`src/rtl/when_priority_arbiter.sv`:
```
// N-channel arbiter with a registered output stage. Requests are granted either by
// fixed priority (channel 0 highest) or by round-robin starting at rr_ptr.
module when_priority_arbiter #(
  parameter int N  = 4,
  parameter int W  = 8,
  parameter int IW = $clog2(N)
) (
  input  logic           clk,
  input  logic           reset_n,
  input  logic [N-1:0]   io_in_valid,
  input  logic [N*W-1:0] io_in_data,
  output logic [N-1:0]   io_in_ready,
  input  logic           io_mode,
  output logic           io_out_valid,
  input  logic           io_out_ready,
  output logic [W-1:0]   io_out_data,
  output logic [IW-1:0]  io_out_idx,
  output logic [15:0]    io_xfer_count
);

  logic [W-1:0]  ch_data [N];
  logic [IW-1:0] rr_ptr;
  logic          any_req;
  logic          load;
  logic          accept;
  logic [IW-1:0] fixed_winner;
  logic [N-1:0]  rot_valid;
  logic [IW-1:0] rot_off;
  logic [IW:0]   rr_sum;
  logic [IW-1:0] rr_winner;
  logic [IW-1:0] winner;
  logic [IW-1:0] next_ptr;

  function automatic logic [IW-1:0] lowest_set(input logic [N-1:0] v);
    lowest_set = '0;
    for (int i = N - 1; i >= 0; i--) begin
      if (v[i]) lowest_set = IW'(i);
    end
  endfunction

  for (genvar g = 0; g < N; g++) begin : g_unpack
    assign ch_data[g] = io_in_data[g*W +: W];
  end

  assign any_req = |io_in_valid;
  assign load    = !io_out_valid || io_out_ready;
  // Reset gating keeps the handshake closed while the output stage is being cleared.
  assign accept  = reset_n && load && any_req;

  assign fixed_winner = lowest_set(io_in_valid);

  // Round-robin: rotate requests so rr_ptr lands at bit 0, pick the lowest, then un-rotate.
  assign rot_valid = N'({io_in_valid, io_in_valid} >> rr_ptr);
  assign rot_off   = lowest_set(rot_valid);
  assign rr_sum    = {1'b0, rr_ptr} + {1'b0, rot_off};
  assign rr_winner = (rr_sum >= (IW+1)'(N)) ? IW'(rr_sum - (IW+1)'(N)) : rr_sum[IW-1:0];

  assign winner   = io_mode ? rr_winner : fixed_winner;
  assign next_ptr = (winner == IW'(N - 1)) ? '0 : winner + IW'(1);

  always_comb begin
    io_in_ready = '0;
    if (accept) io_in_ready = N'(1) << winner;
  end

  always_ff @(posedge clk) begin
    if (!reset_n) begin
      io_out_valid  <= 1'b0;
      io_out_data   <= '0;
      io_out_idx    <= '0;
      rr_ptr        <= '0;
      io_xfer_count <= '0;
    end else if (load) begin
      if (any_req) begin
        io_out_valid  <= 1'b1;
        io_out_data   <= ch_data[winner];
        io_out_idx    <= winner;
        rr_ptr        <= next_ptr;
        io_xfer_count <= io_xfer_count + 16'd1;
      end else begin
        io_out_valid <= 1'b0;
      end
    end
  end

endmodule

```
`config.mk`:
```
export PLATFORM = sky130hd
export DESIGN_NAME = when_priority_arbiter
export DESIGN_NICKNAME = d
export VERILOG_FILES = /design/src/rtl/when_priority_arbiter.sv
export SDC_FILE = /design/constraint.sdc
export NUM_CORES = 1
export LEC_CHECK = 0
export ABC_AREA = 1
export CAP_MARGIN = 40
export CORE_ASPECT_RATIO = 0.75
export CORE_MARGIN = 3
export CORE_UTILIZATION = 35
export DETAILED_ROUTE_END_ITERATION = 6
export GPL_TIMING_DRIVEN = 0
export PLACE_DENSITY_LB_ADDON = 0.05
export SLEW_MARGIN = 20
export SYNTH_ARGS = -nofsm -noshare
export SYNTH_HDL_FRONTEND = slang
export SYNTH_SLANG_ARGS = --single-unit
```
`constraint.sdc`:
```
create_clock -name clk -period 3 [get_ports clk]
set_clock_uncertainty 0.2 [all_clocks]
set_input_delay 0.3 -clock clk [delete_from_list [all_inputs] [get_ports clk]]
set_output_delay 0.3 -clock clk [all_outputs]
set_load 0.005 [all_outputs]
```
==> results_tabular.tex <==
% Generated from flow reports
\begin{tabular}{lr}
\hline
Metric & Value \\
\hline
\multicolumn{2}{l}{\textbf{Run status}} \\
\quad Outcome & complete, no violations \\
\multicolumn{2}{l}{\textbf{Place}} \\
\quad Number of port buffers & 70 \\
\quad HPWL after detailed placement & 4.09 mm \\
\quad Worst setup timing slack at the placement stage & -0.628 ns \\
\multicolumn{2}{l}{\textbf{Synth}} \\
\quad Dominant combinational family & simple AND/OR/NAND/NOR gates \\
\quad Compound-gate portion of the synthesized area & 9.46\% \\
\quad Post-synthesis xor/xnor area fraction & 2.38\% \\
\quad Total cell area reported by yosys after synthesis & 1840 um2 \\
\quad Unique cell type count in the Yosys netlist & 31 \\
\quad Area share, top type & 31.6\% \\
\quad Adder and majority cell fraction of the synthesized area & 2.04\% \\
\quad Register share after synthesis & 31.6\% \\
\quad Flip-flop and latch count after synthesis & 29 \\
\quad Post-synthesis instance area & 1840 um2 \\
\multicolumn{2}{l}{\textbf{Floorplanning}} \\
\quad Overall die width & 89.7 um \\
\quad Chip area & 6170 um2 \\
\quad Core region area & 4980 um2 \\
\quad Floorplan-stage core utilization & 36.9\% \\
\multicolumn{2}{l}{\textbf{STA}} \\
\quad RSZ-0062 raised after global routing & yes \\
\quad Achievable frequency & 348 MHz \\
\quad Worst-case hold slack & 0.250 ns \\
\quad Final Max Tran Viols & 0 \\
\quad Transition time of the tightest slew-check pin & 0.496 ns \\
\quad Aggregate negative setup slack & 0 ns \\
\quad Final worst path period share & 95.9\% \\
\quad Final critical-path required period & 2.88 ns \\
\quad Final worst-path setup slack & 0.124 ns \\
\multicolumn{2}{l}{\textbf{Global routing}} \\
\quad Antenna violations before repair & 0 \\
\quad Grt ovf & 0 \\
\quad Via count of the first global-routing pass & 1863 \\
\multicolumn{2}{l}{\textbf{Clock tree}} \\
\quad Master cell of the clock root buffer & sky130\_fd\_sc\_hd\_\_clkbuf\_8 \\
\quad Depth of the CTS H-tree & 2 \\
\quad Buffers inserted by post-CTS timing repair & 4 \\
\quad CTS tree & done \\
\quad Reg clk slew, reported paths & 0.07 ns \\
\quad Num CTS Buffers & 5 \\
\quad Clock latency on the worst-skew pair & 0.29 ns \\
\quad Number of clock sinks & 29 \\
\multicolumn{2}{l}{\textbf{Power and ir drop}} \\
\quad Pleak & 1.27 nW \\
\quad NetSw & 0.000617 W \\
\quad Max rail drop VDD & 250 uV \\
\quad Clock group share of total power & 19.9\% \\
\multicolumn{2}{l}{\textbf{Worst setup path}} \\
\quad Largest fanout on the critical path & 19 \\
\quad Length in cells of the worst reg-to-reg path & 15 \\
\quad Setup CP Type & flop to output port \\
\quad Buffers plus inverters on the worst setup path & 5 \\
\quad Delay of the slowest critical-path stage & 0.39 ns \\
\quad Worst flop-to-flop path endpoint & rr\_ptr[1] \\
\quad Internal reg-to-reg setup slack & 0.60 ns \\
\quad Crit path cell chain & buf\_4, nand2\_1, nand3\_2, nand3\_2, a21boi\_2, ha\_2, inv\_1, o21ai\_4, buf\_4, inv\_8, nand2\_2, a21oi\_1, dlygate4sd2\_1 \\
\quad CP Launch Point & rr\_ptr[0] \\
\quad Crit. End Element & output port \\
\multicolumn{2}{l}{\textbf{Routing}} \\
\quad Number of vias in the routed layout & 2171 \\
\quad Detailed-route DRC error count & 0 \\
\quad First drt pass iteration count & 4 \\
\quad Total wire length after detailed routing & 5.57 mm \\
\quad Remaining number of nets flagged by the antenna check after routing & 0 \\
\multicolumn{2}{l}{\textbf{Hold path}} \\
\quad Hold-critical path endpoint & io\_out\_data[3] \\
\quad Startpoint of the tightest hold check path & io\_out\_data[3] \\
\quad Worst hold-check path type & flop to flop \\
\multicolumn{2}{l}{\textbf{Layout}} \\
\quad Area growth, synth to finish & 56.6\% \\
\quad Most frequently placed logic cell in the final layout & sky130\_fd\_sc\_hd\_\_nand2\_1 \\
\quad Share of cells above drive strength 1 & 15.1\% \\
\hline
\end{tabular}
## power by group through the flow
stage                     Combinational (W)  Clock (W)  Sequential, W
after floorplan                    0.000428          0       0.000478
after global routing               0.000930   0.000355       0.000492
after detailed placement           0.000681          0       0.000481
after CTS                          0.000742   0.000334       0.000478
after global placement             0.000673          0       0.000480
final                              0.000837   0.000327       0.000484
## flip-flops by register name (all words and copies together) (netlist names)
signal,count
io_out_data,8
io_out_idx,2
io_out_valid,1
io_xfer_count,16
rr_ptr,2
## synthesized netlist by cell type (all sizes together)
cell type and number:
xnor2 4, clkbuf 2, a21boi 1, o21ai 14
nand4 6, buf 5, xor2 1, and2 1
dfxtp 29, nand2 131, inv 27, nor2 17
a21oi 16, or2 2, nor3 8, nand3 27
nand3b 1, clkinv 1, ha 3, a22o 1
## kinds of logic (layout without fill, tap and decap cells)
| kind of cell | count (synthesis) | in the layout |
|---|---|---|
| buffers and inverters | 35 | 122 |
| adder cells (fa/ha/maj) | 3 | 3 |
| XOR/XNOR | 5 | 5 |
| AND-OR/OR-AND | 32 | 32 |
| AND/OR/NAND/NOR | 193 | 193 |
| flip-flops | 29 | 29 |
## per-layer routing
| metal | vias up | part of all wire (%) | GRT usage (%) |
|---|---|---|---|
| li1 | 1127 | - | - |
| met1 | 961 | 47 | 23.9 |
| met2 | 72 | 43 | 28.1 |
| met3 | 11 | 8.4 | 6.51 |
| met4 | 0 | 1.6 | 4.21 |
| met5 | - | 0 | 0 |
## area by class of cell
type	count	area (um2)
tap	72	90.1
timing repair buffer	81	777
multi-input combinational	233	1160
sequential	29	588
inverter	28	116
fill	483	2100
clock buffer	7	86.3
buffer	6	61.3
Fig. 1: cells by drive strength
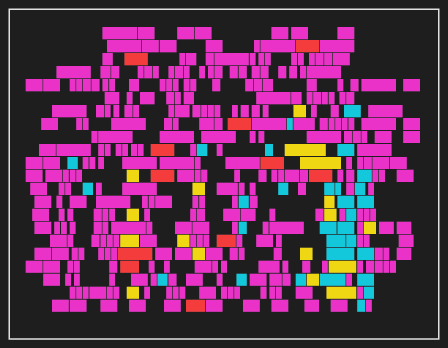
yellow -> _3 and _4 cells  # cells 17
red -> _6 and larger  # cells 11
magenta -> _0 and _1 cells  # cells 326
cyan -> _2 cells  # cells 30

Fig. 2: routing congestion map
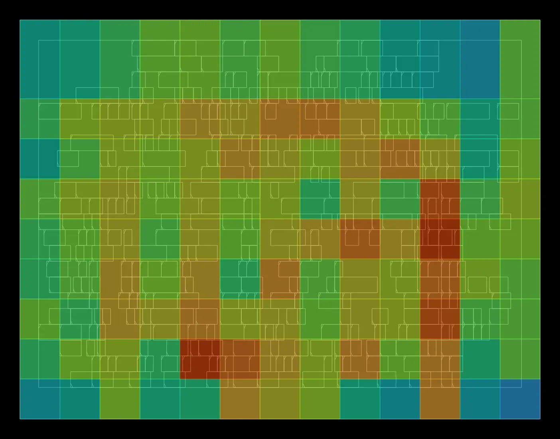
wire per inst: 12.2 um
GRT busiest layer: met2
GRT Util Overall: 17.9%
utilization after layout: 57.8%

Fig. 3: cells coloured by class
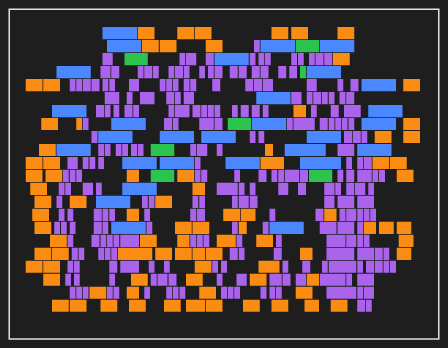
blue -> sequential cells  # cells 29
orange -> remaining buffers and delay cells  # cells 87
purple -> combinational and other logic  # cells 261
green -> clock drivers and dummy loads  # cells 7

Fig. 4: cell density map
9 x 7 tiles, from black (low) to pale yellow (high), 0 to 100% covered.
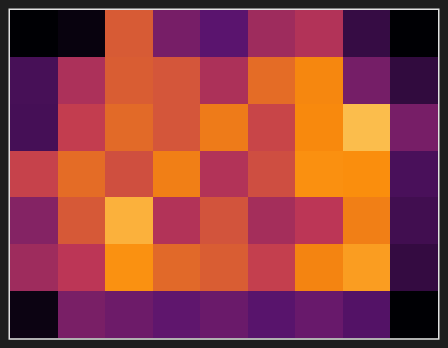
tiles over 75% full = 9.5%
fullest tile = 86%
mean over tiles = 45%

No activity file was given, so power comes from the tool's default toggle rates.
